==> config.mk <==
export PLATFORM = sky130hd
export DESIGN_NAME = product_accumulator
export DESIGN_NICKNAME = d
export VERILOG_FILES = /design/src/rtl/product_accumulator.sv
export SDC_FILE = /design/constraint.sdc
export NUM_CORES = 1
export LEC_CHECK = 0
export CORE_ASPECT_RATIO = 0.7
export CORE_MARGIN = 2
export CORE_UTILIZATION = 43
export DETAILED_ROUTE_END_ITERATION = 8
export PLACE_DENSITY = 0.82
export SETUP_SLACK_MARGIN = 0.1
export SLEW_MARGIN = 20
export SYNTH_ARGS = -nofsm -noshare
export SYNTH_HDL_FRONTEND = slang
export SYNTH_SLANG_ARGS = --single-unit
==> constraint.sdc <==
create_clock -name clk -period 2 [get_ports clk]
set_input_delay 0.2 -clock clk [delete_from_list [all_inputs] [get_ports clk]]
set_output_delay 0.2 -clock clk [all_outputs]
set_load 0.01 [all_outputs]
==> src/rtl/product_accumulator.sv <==
// Accumulates N_TERMS unsigned 8-bit products into one ACC_W-bit sum and
// presents it over a valid/ready port. Define ACC_SATURATE_EN to clamp on overflow instead of wrapping.
module product_accumulator #(
    parameter int ACC_W   = 12,
    parameter int N_TERMS = 4
) (
    input  logic             clk,
    input  logic             rst_n,
    input  logic             clear,
    input  logic [7:0]       product,
    input  logic             in_valid,
    output logic             in_ready,
    output logic [ACC_W-1:0] acc_out,
    output logic             out_valid,
    input  logic             out_ready,
    output logic             overflow,
    output logic [7:0]       term_cnt
);

    typedef enum logic {
        ST_ACCUM = 1'b0,
        ST_DONE  = 1'b1
    } state_t;

    state_t           r_state;
    state_t           w_state_nxt;
    logic [ACC_W-1:0] r_acc;
    logic [ACC_W-1:0] w_acc_nxt;
    logic [7:0]       r_cnt;
    logic [7:0]       w_cnt_nxt;
    logic             r_ovf;
    logic             w_ovf_nxt;
    logic             w_accept;
    logic [ACC_W:0]   w_sum;

`ifdef ACC_SATURATE_EN
    function automatic logic [ACC_W-1:0] sat_clamp(input logic [ACC_W:0] sum);
        sat_clamp = sum[ACC_W] ? {ACC_W{1'b1}} : sum[ACC_W-1:0];
    endfunction
`endif

    assign in_ready  = (r_state == ST_ACCUM);
    assign out_valid = (r_state == ST_DONE);
    assign acc_out   = r_acc;
    assign overflow  = r_ovf;
    assign term_cnt  = r_cnt;
    assign w_accept  = in_valid & in_ready;

    // One extra bit so the carry out of the accumulator is visible.
    assign w_sum = {1'b0, r_acc} + {{(ACC_W-7){1'b0}}, product};

    always_comb begin
        w_state_nxt = r_state;
        w_acc_nxt   = r_acc;
        w_cnt_nxt   = r_cnt;
        w_ovf_nxt   = r_ovf;
        if (clear) begin
            w_state_nxt = ST_ACCUM;
            w_acc_nxt   = '0;
            w_cnt_nxt   = '0;
            w_ovf_nxt   = 1'b0;
        end else begin
            case (r_state)
                ST_ACCUM: begin
                    if (w_accept) begin
`ifdef ACC_SATURATE_EN
                        w_acc_nxt = sat_clamp(w_sum);
`else
                        w_acc_nxt = w_sum[ACC_W-1:0];
`endif
                        w_cnt_nxt = r_cnt + 8'd1;
                        w_ovf_nxt = r_ovf | w_sum[ACC_W];
                        if (r_cnt == 8'(N_TERMS - 1)) begin
                            w_state_nxt = ST_DONE;
                        end
                    end
                end
                ST_DONE: begin
                    // Result and overflow hold until the consumer takes them.
                    if (out_ready) begin
                        w_state_nxt = ST_ACCUM;
                        w_acc_nxt   = '0;
                        w_cnt_nxt   = '0;
                        w_ovf_nxt   = 1'b0;
                    end
                end
            endcase
        end
    end

    always_ff @(posedge clk or negedge rst_n) begin
        if (!rst_n) begin
            r_state <= ST_ACCUM;
            r_acc   <= '0;
            r_cnt   <= '0;
            r_ovf   <= 1'b0;
        end else begin
            r_state <= w_state_nxt;
            r_acc   <= w_acc_nxt;
            r_cnt   <= w_cnt_nxt;
            r_ovf   <= w_ovf_nxt;
        end
    end

endmodule

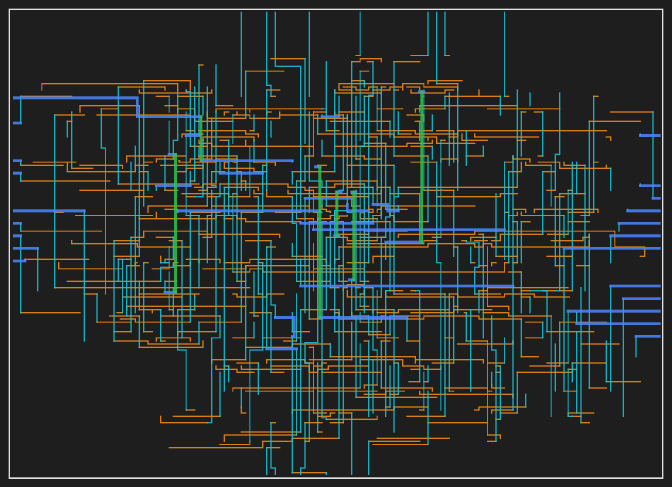
run_1/layers.png
- orange: M1 (wire length 1650 um)
- blue: M3 (wire length 220 um)
- green: M4 (wire length 66.6 um)
- cyan: M2 (wire length 1870 um)
WL per Instance: 16.22 um
Total GRT Usage: 21.57%
vias: 1285
total wire length: 3812 um

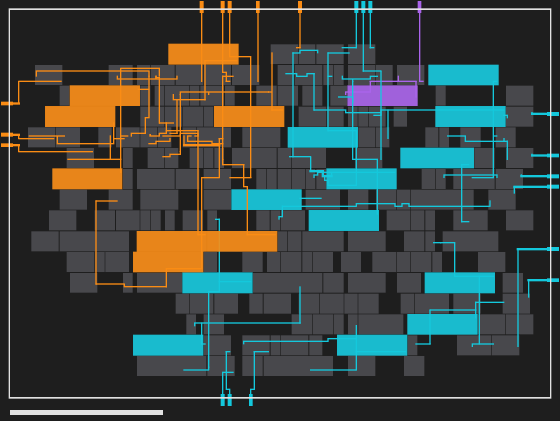
run_1/port_trees.png
The bar under the picture is 20 um long.
- orange: `term_cnt` (bits 8; direction output; edge 5 north, 3 west; end cells 8; buffers 8; wire 353 um)
- purple: `overflow` (bits 1; direction output; edge north; end cells 1; buffers 1; wire 23.2 um)
- cyan: `acc_out` (bits 12; direction output; edge 6 east, 3 north, 3 south; end cells 12; buffers 13; wire 428 um)

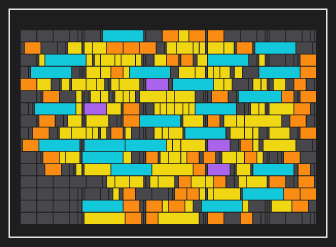
run_1/class_map.png
Fill, decap, tap and diode cells in gray.
- purple: clock drivers and dummy loads (cells 4)
- orange: remaining buffers and delay cells (cells 56)
- cyan: sequential cells (cells 22)
- yellow: remaining logic cells (cells 117)

[run 1: cell type report]
class	count	area, um2	share of cell area [%]
clock buffer	4	55.05	2.738
inverter	3	11.26	0.5600
multi-input combinational	114	839.6	41.75
sequential	22	551.8	27.44
tap	36	45.04	2.240
timing repair buffer	56	508.0	25.26
[run 1: final timing paths]
| path | end |
|---|---|
| hold reg to reg | overflow |
| setup / recovery | overflow |
| max in group asynchronous | acc_out[1] |
| setup reg to reg | overflow |
| hold / removal | acc_out[2] |
| min in group clk | overflow |
[run 1: kinds of logic after synthesis]
family,after synthesis
simple gates,57
fa+ha+maj,10
compound gates,32
mux,2
flops,22
xor+xnor,13
buf+inv,4
[run 1: flip-flops by register name (all words and copies together), names as in the netlist]
register and count:
out_valid 1, acc_out 12, overflow 1, term_cnt 8
[run 1: power breakdown]
group | leakage, uW | switching [uW] | internal [uW]
logic | 0.000571 | 297 | 356
clock network | 0.0000288 | 152 | 176
registers | 0.000298 | 51.3 | 488
total | 0.000897 | 500 | 1020
[run 1: synthesized netlist by cell type, drive strengths merged (2+ instances only)]
cell	instances	area (um2)
dfrtp	22	550.5
a31oi	2	12.51
nor2	11	41.29
and3	2	12.51
a21o	3	22.52
inv	3	11.26
xnor2	2	17.52
o21ai	10	50.04
nand2b	3	26.27
nand4	2	12.51
a21oi	10	80.08
mux2i	2	20.02
nand3	8	45.04
nor3	3	20.02
ha	9	112.6
xor2	11	96.34
nand2	24	90.09
[run 1: timing repair]
action                     4_1_cts  5_1_grt
pin swaps                        4        3
resized                          1        9
buffers inserted                 1        2
setup endpoints to repair        5        6
[run 1: worst register-to-register path: stages (launching register included)]
cell and delay (ps):
dfrtp_1 390, ha_2 190, fa_2 340, a21o_1 170, a21oi_2 170, o221ai_2 160
buf_4 160, a31oi_1 150, nor2_1 50
==> out/qor.yml, run 1 <==
placement:
  post-place-ws_ps: -244.1
  gp_congestion: 0.8206
worst_setup_path:
  critical_path.max_stage_delay_ps: 390
  endpoint_kind: "flop"
  cp_slowest_cell: "dfrtp_1"
  critical_path_depth: 8
  crit_family: "AND-OR/OR-AND gates"
  crit_path_start_kind: "flop"
  cp_max_fo: 4
timing:
  tns_ps: 0
  setup_violations: 0
  min_period_ps: 1890
cts:
  htreeDepth: 1
  cts_root_buf: "clkbuf_8"
  cts_hold_buf: 0
  worstSkewPairLatency_ps: 270
  cts_buffer_depth: 2
run:
  warnings: 28
layout:
  post-route-util_pct: 69.75
  lay_top_cells: "35 x clkdlybuf4s50_1, 24 x nand2_1, 21 x dfrtp_1, 21 x buf_4"
  num_antenna_cells: 0
  final_layout_top_logic_cell: "clkdlybuf4s50_1"
synthesis:
  xor_share_pct: 8.513
  numSynthFlops: 22
  ys_chip_area_mm2: 0.001338
  ys_sh_adder_pct: 9.916
  seq_area_frac_synth_pct: 41.16
  yosysWarningCount: 0
  synthCells: 140
die:
  core_mm2: 0.002883
  chipWidth_um: 70.66
  die_h_um: 50.66
  num_rows: 16
power_and_ir_drop:
  power.density_mw_per_mm2: 755.9
global_route:
  antenna_found_initial: 0
  first_global_vias: 1286
  grt.met3_usage_pct: 5.823
outcome:
  status: "finished clean"
detailed_routing:
  met2_length_um: 1874
run_1/placed.png
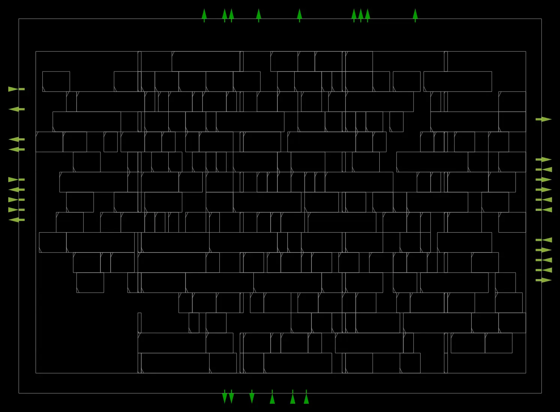

==> run 1 -> run 2 <==
GPL_TIMING_DRIVEN = 0   (was unset)
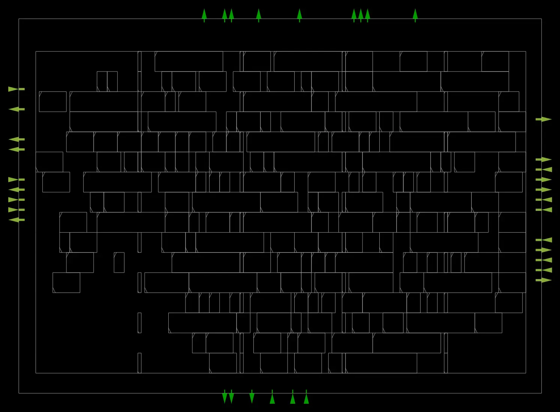
run_2/placed.png
Row Count: 16
post-layout util: 67.36%
Core Region: 0.002883 mm2
final std cells w/o fill: 219
# fillers: 225

==> run 2 against run 1 <==
Utilization down 2.4 points. Cell count down 6.8%. Worst setup slack worse by 10 ps. Non-clock buffer count down 16. Worst hold slack better by 140 ps. First-iteration DRC count up 7.7%. Synthesized cell count unchanged. Via count down 3.6%. Synthesized area unchanged.
==> out/qor.yml, run 2 <==
detailed_routing:
  routed_wl_um: 3586  # -5.9%
global_route:
  grt_use_total_pct: 20.94  # -0.63 points
  first_global_vias: 1188  # -7.6%
placement:
  post-place-ws_ps: -233.8  # +10.31 ps
  gp_congestion: 0.8119  # -1.1%
synthesis:
  seq_area_frac_synth_pct: 41.16  # unchanged
  top_area_cell: "dfrtp_1"
  ys_sh_adder_pct: 9.916  # unchanged
  most_common_cell: "nand2_1"
  yosysWarningCount: 0  # unchanged
  ys_top_cells_by_count: "24 x nand2_1, 22 x dfrtp_1, 11 x nor2_1, 11 x xor2_1"
  xor_share_pct: 8.513  # unchanged
  yosys.area.top_type_share_pct: 41.16  # unchanged
  numSynthFlops: 22  # unchanged
  synthCells: 140  # unchanged
die:
  chipWidth_um: 70.66  # unchanged
  die_h_um: 50.66  # unchanged
worst_setup_path:
  cp_max_fo: 4  # unchanged
power_and_ir_drop:
  power.density_mw_per_mm2: 788.1  # +4.3%
timing:
  min_period_ps: 1900  # +10.06 ps
  setup_violations: 0  # unchanged
  tns_ps: 0  # unchanged
outcome:
  status: "finished clean"
layout:
  lay_top_cells: "34 x clkdlybuf4s50_1, 24 x nand2_1, 22 x dfrtp_1, 11 x nor2_1, 11 x xor2_1"
  largest_register_ffs: 12  # unchanged
cts:
  cts_buffer_depth: 2  # unchanged
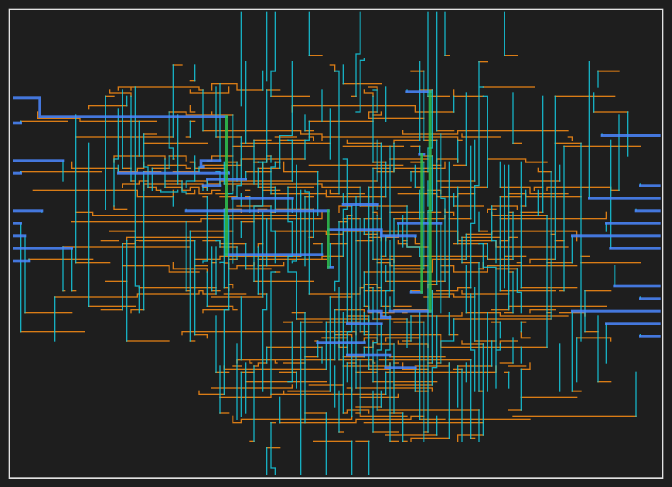
run_2/layers.png
- green: M4 (wire length 59.8 um)
- orange: M1 (wire length 1540 um)
- blue: M3 (wire length 207 um)
- cyan: M2 (wire length 1780 um)

-- run 2: cell counts after synthesis --
No cell type changed its count.
-- run 2: what timing repair did --
item,in CTS,in global routing
endpoints found under the setup margin,6,8
resized,5,12
endpoints found under the hold margin,0,22
hold buffers,0,1
setup buffers,2,1
pin swaps,2,7
-- run 2: layout make-up --
| type | instances | area (um2) |
|---|---|---|
| inverters | 3 | 11.26 |
| fillers | 225 | 940.9 |
| multi-input cells | 114 | 880.8 |
| clock inverters | 1 | 30.03 |
| flip-flops and latches | 22 | 550.5 |
| clock buffers | 3 | 41.29 |
| repair buffers | 39 | 377.9 |
| well taps | 36 | 45.04 |
| plain buffers | 1 | 5.005 |
-- run 2: report_power, final --
group	leakage, uW	switching (uW)	internal [uW]	total, uW
logic	0.000502	295	283	577
registers	0.000299	50.7	487	538
clock network	0.0000357	148	268	415
total	0.000837	493	1040	1530
-- run 2: critical path: stages (launching register included) --
cell	delay, ps
dfrtp_1	410
ha_4	180
fa_2	360
a21o_1	190
a21oi_4	190
o221ai_4	150
o211ai_1	140
mux2i_1	210
-- run 2: worst paths after layout --
kind                       depth (start not counted)     endpoint        from
max                                                7   acc_out[8]  acc_out[0]
min                                                2     overflow       rst_n
max reg2reg                                        7   acc_out[8]  acc_out[0]
min reg2reg                                        2   acc_out[2]  acc_out[2]
max in group asynchronous                          2  acc_out[11]       rst_n
min in group clk                                   2   acc_out[2]  acc_out[2]
-- run 2: per-layer routing --
| layer | global-route usage [%] | share of wire [%] | wire (um) | up-vias |
|---|---|---|---|---|
| met2 | 37.74 | 50 | 1776 | 52 |
| met5 | 0 | 0 | 0 | - |
| met3 | 5.622 | 5.7 | 206 | 9 |
| li1 | - | - | - | 587 |
| met4 | 5.346 | 1.6 | 59 | 0 |
| met1 | 25.00 | 43 | 1543 | 591 |
No activity file was given, so power comes from the tool's default toggle rates.
